--- src/rtl/led_sched_pkg.sv ---
// Shared types and helpers for the LED mode scheduler and its button front end.
package led_sched_pkg;

  localparam int unsigned LED_W = 4;
  localparam int unsigned SW_W  = 4;

  typedef enum logic [1:0] {
    MANUAL = 2'd0,
    AUTO   = 2'd1,
    BLANK  = 2'd2
  } state_e;

  // Bit offset of mode m's slice inside the packed generator bus.
  function automatic int unsigned mode_lsb(input int unsigned m);
    return m * LED_W;
  endfunction

  // Counter width able to hold 0..n-1, never narrower than one bit.
  function automatic int unsigned cnt_width(input int unsigned n);
    return (n > 1) ? $clog2(n) : 1;
  endfunction

endpackage

--- src/rtl/btn_debounce.sv ---
// Two-flop synchronizer, stability counter and registered rising-edge pulse
// for one asynchronous push-button.
module btn_debounce
  import led_sched_pkg::*;
#(
  parameter int unsigned STABLE_CYCLES = 1_000_000
) (
  input  logic clk,
  input  logic rst,
  input  logic btn_raw,
  output logic btn_rise
);

  localparam int unsigned CNT_W    = cnt_width(STABLE_CYCLES);
  localparam int unsigned CNT_LAST = (STABLE_CYCLES > 0) ? STABLE_CYCLES - 1 : 0;

  logic             sync1_q;
  logic             sync2_q;
  logic             level_q;
  logic             level_d;
  logic             rise_q;
  logic             rise_d;
  logic [CNT_W-1:0] cnt_q;
  logic [CNT_W-1:0] cnt_d;

  // Count consecutive cycles the synced level differs from the accepted one.
  always_comb begin
    level_d = level_q;
    rise_d  = 1'b0;
    cnt_d   = '0;
    if (sync2_q != level_q) begin
      if (cnt_q == CNT_W'(CNT_LAST)) begin
        level_d = sync2_q;
        rise_d  = sync2_q;
      end else begin
        cnt_d = cnt_q + CNT_W'(1);
      end
    end
  end

  always_ff @(posedge clk) begin
    if (rst) begin
      sync1_q <= 1'b0;
      sync2_q <= 1'b0;
      level_q <= 1'b0;
      rise_q  <= 1'b0;
      cnt_q   <= '0;
    end else begin
      sync1_q <= btn_raw;
      sync2_q <= sync1_q;
      level_q <= level_d;
      rise_q  <= rise_d;
      cnt_q   <= cnt_d;
    end
  end

  assign btn_rise = rise_q;

endmodule

--- src/rtl/led_mode_scheduler.sv ---
// Chooses which pattern generator drives the LEDs: switch-selected in manual,
// dwell/button rotation in auto, with an all-off window after each change.
module led_mode_scheduler
  import led_sched_pkg::*;
#(
  parameter int unsigned NUM_MODES       = 5,
  parameter int unsigned SEL_W           = 3,
  parameter int unsigned DWELL_CYCLES    = 100_000_000,
  parameter int unsigned DEBOUNCE_CYCLES = 1_000_000,
  parameter int unsigned BLANK_CYCLES    = 5_000_000
) (
  input  logic                         clk,
  input  logic                         rst,
  input  logic [SW_W-1:0]              SW,
  input  logic                         btn_next,
  input  logic [LED_W*NUM_MODES-1:0]   pattern_in,
  output logic [LED_W-1:0]             LED,
  output logic [SEL_W-1:0]             mode,
  output logic                         mode_change
);

  localparam int unsigned DW_W       = cnt_width(DWELL_CYCLES);
  localparam int unsigned BL_W       = cnt_width(BLANK_CYCLES);
  localparam int unsigned DWELL_LAST = (DWELL_CYCLES > 0) ? DWELL_CYCLES - 1 : 0;
  localparam int unsigned BLANK_LAST = (BLANK_CYCLES > 0) ? BLANK_CYCLES - 1 : 0;
  localparam logic [SEL_W-1:0] PASS_MODE = SEL_W'(NUM_MODES);
  localparam logic [SEL_W-1:0] LAST_MODE = SEL_W'(NUM_MODES - 1);

  logic [SW_W-1:0]  sw_s1_q;
  logic [SW_W-1:0]  sw_s2_q;
  logic             btn_step;
  state_e           state_q;
  state_e           state_d;
  logic [SEL_W-1:0] mode_q;
  logic [SEL_W-1:0] mode_d;
  logic [SEL_W-1:0] target;
  logic [SEL_W-1:0] mode_step;
  logic             mode_change_q;
  logic             mode_change_d;
  logic [LED_W-1:0] led_q;
  logic [LED_W-1:0] led_d;
  logic [DW_W-1:0]  dwell_q;
  logic [DW_W-1:0]  dwell_d;
  logic [BL_W-1:0]  blank_q;
  logic [BL_W-1:0]  blank_d;
  logic             auto_en;

  btn_debounce #(
    .STABLE_CYCLES(DEBOUNCE_CYCLES)
  ) u_btn_debounce (
    .clk     (clk),
    .rst     (rst),
    .btn_raw (btn_next),
    .btn_rise(btn_step)
  );

  assign auto_en = sw_s2_q[SW_W-1];

  // Manual target: out-of-range selections fall back to switch passthrough.
  always_comb begin
    target = PASS_MODE;
    if (32'(sw_s2_q[2:0]) < NUM_MODES) begin
      target = SEL_W'(sw_s2_q[2:0]);
    end
  end

  // Auto rotation; passthrough steps to mode 0 like the last generator does.
  always_comb begin
    mode_step = mode_q + SEL_W'(1);
    if (mode_q >= LAST_MODE) begin
      mode_step = '0;
    end
  end

  always_comb begin
    state_d       = state_q;
    mode_d        = mode_q;
    mode_change_d = 1'b0;
    dwell_d       = '0;
    blank_d       = '0;
    case (state_q)
      MANUAL: begin
        if (target != mode_q) begin
          mode_d        = target;
          mode_change_d = 1'b1;
          if (BLANK_CYCLES != 0) begin
            state_d = BLANK;
          end
        end else if (auto_en) begin
          state_d = AUTO;
        end
      end
      AUTO: begin
        // Leaving auto outranks any step due in the same cycle.
        if (!auto_en) begin
          state_d = MANUAL;
        end else if ((dwell_q == DW_W'(DWELL_LAST)) || btn_step) begin
          mode_d        = mode_step;
          mode_change_d = 1'b1;
          if (BLANK_CYCLES != 0) begin
            state_d = BLANK;
          end
        end else begin
          dwell_d = dwell_q + DW_W'(1);
        end
      end
      BLANK: begin
        if (blank_q == BL_W'(BLANK_LAST)) begin
          state_d = auto_en ? AUTO : MANUAL;
        end else begin
          blank_d = blank_q + BL_W'(1);
        end
      end
      default: begin
        state_d = MANUAL;
      end
    endcase
  end

  // LED follows the next state so the old pattern never leaks past a change.
  always_comb begin
    led_d = '0;
    if (state_d != BLANK) begin
      if (mode_d == PASS_MODE) begin
        led_d = sw_s2_q;
      end else begin
        for (int unsigned k = 0; k < NUM_MODES; k++) begin
          if (mode_d == SEL_W'(k)) begin
            led_d = pattern_in[mode_lsb(k) +: LED_W];
          end
        end
      end
    end
  end

  always_ff @(posedge clk) begin
    if (rst) begin
      sw_s1_q       <= '0;
      sw_s2_q       <= '0;
      state_q       <= MANUAL;
      mode_q        <= '0;
      mode_change_q <= 1'b0;
      led_q         <= '0;
      dwell_q       <= '0;
      blank_q       <= '0;
    end else begin
      sw_s1_q       <= SW;
      sw_s2_q       <= sw_s1_q;
      state_q       <= state_d;
      mode_q        <= mode_d;
      mode_change_q <= mode_change_d;
      led_q         <= led_d;
      dwell_q       <= dwell_d;
      blank_q       <= blank_d;
    end
  end

  assign LED         = led_q;
  assign mode        = mode_q;
  assign mode_change = mode_change_q;

endmodule

--- config.mk ---
export PLATFORM = sky130hd
export DESIGN_NAME = led_mode_scheduler
export DESIGN_NICKNAME = d
export VERILOG_FILES = /design/src/rtl/led_sched_pkg.sv /design/src/rtl/btn_debounce.sv /design/src/rtl/led_mode_scheduler.sv
export SDC_FILE = /design/constraint.sdc
export NUM_CORES = 1
export LEC_CHECK = 0
export ABC_CLOCK_PERIOD_IN_PS = 2600
export CORE_MARGIN = 8
export CORE_UTILIZATION = 57
export CTS_CLUSTER_SIZE = 12
export DETAILED_ROUTE_END_ITERATION = 10
export PLACE_DENSITY = 0.9
export SETUP_SLACK_MARGIN = 0.05
export SYNTH_ARGS = -nofsm -noshare
export SYNTH_HDL_FRONTEND = slang
export SYNTH_SLANG_ARGS = --single-unit
--- constraint.sdc ---
create_clock -name clk -period 2.6 [get_ports clk]
set_clock_uncertainty 0.15 [all_clocks]
set_input_delay 0.78 -clock clk [delete_from_list [all_inputs] [get_ports clk]]
set_output_delay 0.78 -clock clk [all_outputs]
set_load 0.02 [all_outputs]
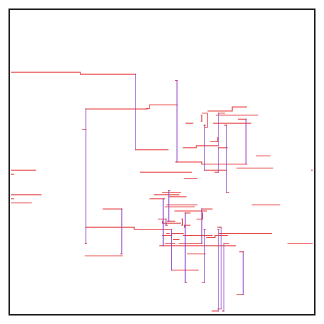
Run 1: routed metal, one colour a layer
Drawn at 3 px/um. Two of the layers only.
| colour | layer | wire length |
|---|---|---|
| red | met3 | 513 um |
| purple | met4 | 369 um |
Avg WL per Cell: 15.3 um
Total Routing Usage GR: 0.180
vias: 3473
total wire length: 9.51 mm

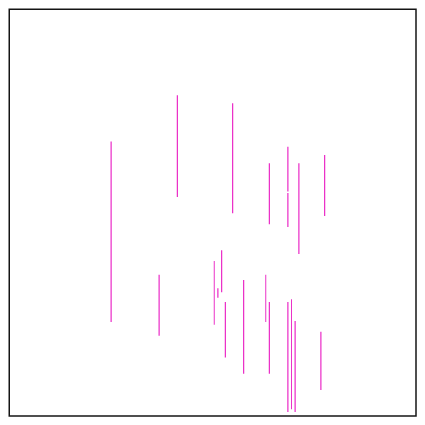
Run 1: M4 wires
Drawn at 4 px/um.
wire length on this layer: 369 um
nets with wire on the layer: 17

==> results.txt, run 1 <==
impl run done, here's what came out: final worst setup slack -0.0803 ns, count leader, synth nor2_1, reg-to-reg slack, setup -0.08 ns, Comb area share 0.463, pin count of the biggest net entering global routing 27, critical path startpoint dwell_q[8]$_SDFF_PP0_, Final non-clock buffer share 0.0911, Reg clk slew, reported paths 0.09 ns, NumNets Final approximately 550, Max Cap Violations 0, Top class by area combinational gates, final instance area 0.00495 mm^2, failing checks negative setup slack, die area about 0.010 mm^2, Seq power between 1 and 1.5 mW, Synth Flop Type dfxtp_1, seq_cells 92, Cell Chain, Critical Path or4_4 -> nor4_4 -> buf_4 -> a31oi_4 -> mux2i_4 -> nor2_4 -> buf_12 -> mux2i_1 -> o221ai_1, Die W 101 um, Post-Syn Instances about 470, Tapcells 99, hold depth 1, total CTS buffers 9, H-tree level count 3, Top Consumer registers, Ant. Diodes 0, Most Crowded Layer GR met2, Setup violations, final 4, clock share of power 0.358, dpl cell area 0.00462 mm^2, Max clock buf depth 2, asr flop ratio synth 0, clock-cell share of area 0.0385, HP Class register to register, drt first-iter violations 191, Crit path buffers/inverters 2, Max Slew Vio Count 0, vias in the first global route 3369, Area leader share 0.444, AO/OA Area Share 0.0555, Max transition margin 0.640, core area roughly 0.0071 mm^2, final hold slack 0.302 ns, #MultiIn Comb 355, layout cells sized above 1 0.0937, comb. cell area 0.00229 mm^2, Via density 5.58, GRT met1 Usage 0.199, post-DP HPWL 6.09 mm, Net Count, Synth 504, clock-net power 942 uW, Min-Delay Startpoint dwell_q[0]$_SDFF_PP0_, TritonRoute pass-1 iters 7, worst skew pair latency 0.38 ns, inverters 13, Max Fclk 373 MHz, worst reg2reg path endpoint LED[0]$_SDFF_PP0_, synth cell count leaders nor2_1 (97), dfxtp_1 (92), xor2_1 (39), Tmin final 2.68 ns, # clk buffers 10, total grt overflow 0, reg-to-reg critical path startpoint dwell_q[8]$_SDFF_PP0_, Sequential Area roughly 0.0018 mm^2, bufs w/o clock 47, status finished with violations
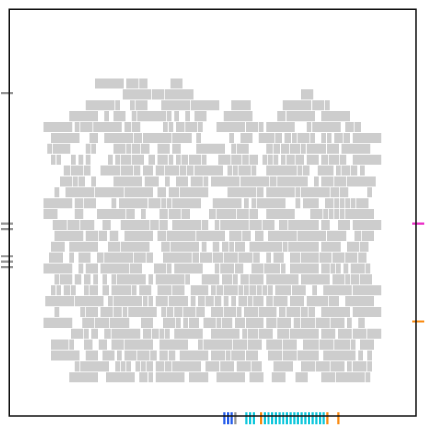
Run 1: pin map
Drawn at 4 px/um. Pins as bars across the die edge, other pins in grey.
| colour | port | pins | direction | edge |
|---|---|---|---|---|
| cyan | pattern_in | 20 | input | south |
| blue | mode | 3 | output | south |
| magenta | mode_change | 1 | output | east |
| orange | LED | 4 | output | 3 south, 1 east |
all pins by edge: 27 south, 6 west, 2 east
Die Y: 101 um
IO buf count: 34

==> run 1: routing by layer <==
metal  up-vias  wire, um
met1      1623      3710
li1       1688         -
met5         -         0
met2       119      4920
met4         0       368
met3        43       512
==> run 1: flip-flops by register name, indices dropped and copies added (netlist names) <==
register / flops
u_btn_debounce.cnt_q: 20
u_btn_debounce.btn_rise: 1
blank_q: 23
state_q: 2
LED: 4
dwell_q: 27
mode_change: 1
u_btn_debounce.level_q: 1
u_btn_debounce.sync1_q: 1
u_btn_debounce.sync2_q: 1
sw_s2_q: 4
mode: 3
sw_s1_q: 4
==> run 1: metrics by stage <==
step           std cells  power [mW]
2_1_floorplan        472        1.60
3_3_place_gp         600        1.69
3_5_place_dp         600        1.69
4_1_cts              616        2.62
5_1_grt              622        2.74
6_report             622        2.63
Run 1, logic cells by family:
Drawn at 4 px/um.
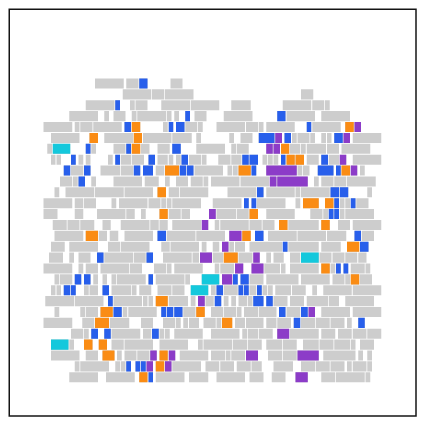

==> run 2: changes to the inputs <==
CORE_MARGIN = unset   (was 8)
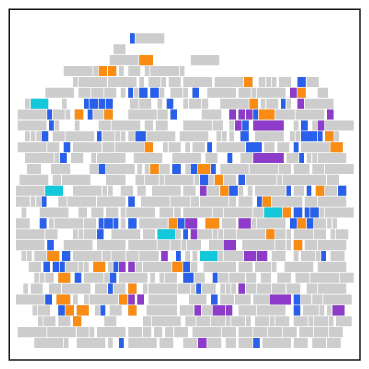
Run 2: logic cells by family
Drawn at 4 px/um.
| colour | family | cells |
|---|---|---|
| blue | NAND gates | 81 |
| orange | AND and OR gates | 35 |
| purple | inverting AOI/OAI gates | 29 |
| cyan | adder and majority cells | 5 |

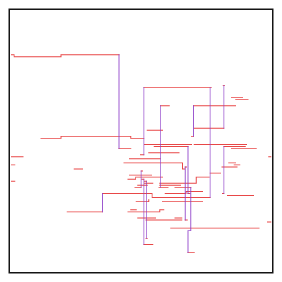
Run 2: routed metal, one colour a layer
Drawn at 3 px/um. Two of the layers only.
| colour | layer | wire length |
|---|---|---|
| red | met3 | 490 um |
| purple | met4 | 266 um |
Avg WL per Cell: 15.1 um
Total Routing Usage GR: 0.261
vias: 3516
total wire length: 9.48 mm

==> results.txt, run 2 <==
impl run done, here's what came out: Tapcells 96 (-3.0%), seq_cells 92 (unchanged), synth cell count leaders nor2_1 (97), dfxtp_1 (92), xor2_1 (39), Largest register FFs 27 (unchanged), vias in the first global route 3456 (+2.6%), worst skew pair latency 0.37 ns (about the same), reg-to-reg slack, setup -0.13 ns (-0.05 ns), worst slack, placed 0.00212 ns, Ant. Diodes 0 (unchanged), final worst setup slack -0.134 ns (-0.0535 ns), H-tree level count 3 (unchanged), Reg clk slew, reported paths 0.09 ns (about the same), clock share of power 0.360 (+0.002), drt first-iter violations 242 (+27%), CP max stage cell or4b_2, total grt overflow 0 (unchanged), Crit path buffers/inverters 1 (-1), Via density 5.60 (+0.27%), asr flop ratio synth 0 (unchanged), IO buf count 34 (unchanged), die area 0.00763 mm^2 (-26%), Die W 87.3 um (-14%), total power 2.65 mW (+0.68%), Largest regs dwell_q: 27 flops, blank_q: 23 flops, u_btn_debounce.cnt_q: 20 flops, core area 0.00691 mm^2 (-3.2%), Max Slew Vio Count 0 (unchanged), total CTS buffers 9 (unchanged), actual slew at the worst max-slew pin 0.570 ns, status finished with violations, Layout Cells excl Fill 628 (+0.96%), Seq power 1.45 mW (about the same), NumNets Final 559 (+1.6%), #MultiIn Comb 355 (unchanged), Sequential Area 0.00185 mm^2 (+0.14%), TritonRoute pass-1 iters 4 (-3), failing checks negative setup slack, comb. cell area 0.00227 mm^2 (-0.93%), Tmin final 2.73 ns (+0.0535 ns), Most flops, register dwell_q, placed instance count 598 (-0.33%), Setup violations, final 3 (-1), Max Fclk 366 MHz (-2.0%), Die Y 87.3 um (-14%), reg-to-reg critical path startpoint mode[0]$_SDFF_PP0_, clock-net power 954 uW (+1%), Post-Syn Instances 472 (unchanged), bufs w/o clock 56 (+19%), Top cell excl fill/tap nor2_1, Avg Cell Area, Syn 8.80 um^2, # clk buffers 10 (unchanged), count leader, synth nor2_1, layout cells sized above 1 0.102 (+0.00781), comb pwr 245 uW, OpenROAD warning count 30, CTS tree yes, inverters 13 (unchanged), clock sink count 92, Final GP Congestion 0.831, Max clock buf depth 2 (unchanged), final instance area 0.00498 mm^2 (+0.73%), post-DP HPWL 5.88 mm (-3.4%), Cell Chain, Critical Path or4b_2 -> o21ai_0 -> a221o_1 -> mux2i_4 -> buf_6 -> mux2_1 -> mux2i_1 -> o221ai_1, Area leader share 0.444 (unchanged), Top class by area combinational gates, CP top delay family simple AND/OR/NAND/NOR gates, pin count of the biggest net entering global routing 27 (unchanged), Min-Delay Startpoint u_btn_debounce.sync1_q$_SDFF_PP0_, dpl cell area 0.00462 mm^2 (about the same), Comb area share 0.455 (-0.00764), critical path startpoint mode[0]$_SDFF_PP0_, clock-cell share of area 0.0382 (-0.000280), Net Count, Synth 504 (unchanged), hold depth 1 (unchanged), Max transition margin 0.617 (-0.0229), maximum VDD drop 0.000421 V, fin crit share 1.05, hold endpoint u_btn_debounce.sync2_q$_SDFF_PP0_, Top Consumer registers, sw frac 0.244, final hold slack 0.294 ns (-0.00783 ns), Max Cap Violations 0 (unchanged), Synth Flop Type dfxtp_1, Final non-clock buffer share 0.102 (+0.0111), HP Class register to register, worst reg2reg path endpoint LED[1]$_SDFF_PP0_, Flop pwr share 0.547, # resized after CTS 9, worst path required time 2.67 ns, Distinct lib cells used about 50
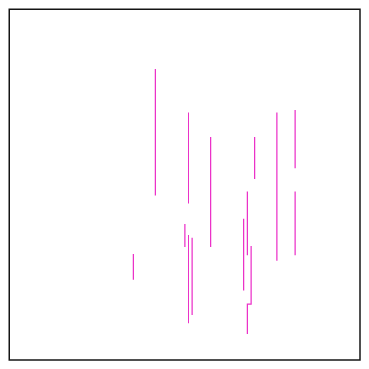
Run 2: M4 wires
Drawn at 4 px/um.
share of all routed wire: 2.8%
nets with wire on the layer: 12
main direction: vertical
longest straight run: 36.7 um
wire length on this layer: 266 um

run 2: netlist changes by cell type in the layout (fill, tap and decap cells not counted), sizes merged:
| cell | delta |
|---|---|
| clkinv | +3 |
| bufinv | +1 |
| inv | -2 |
| clkinvlp | -2 |
| buf | +9 |
run 2: cell families (layout without fill, tap and decap cells):
logic type | Yosys count | in the layout | synth area share
flops | 92 | 92 | 0.444
fa+ha+maj | 5 | 5 | 0.0151
buf+inv | 25 | 85 | 0.0244
simple gates | 239 | 239 | 0.290
compound gates | 34 | 34 | 0.0555
xor+xnor | 61 | 61 | 0.129
mux | 16 | 16 | 0.0428
run 2: layer usage:
metal,GRT usage,share of wire
met5,0,0
met4,0.101,0.028
met3,0.0872,0.052
met2,0.469,0.52
met1,0.283,0.40
Power figures rest on the tool's default switching activity, not on a simulated workload.
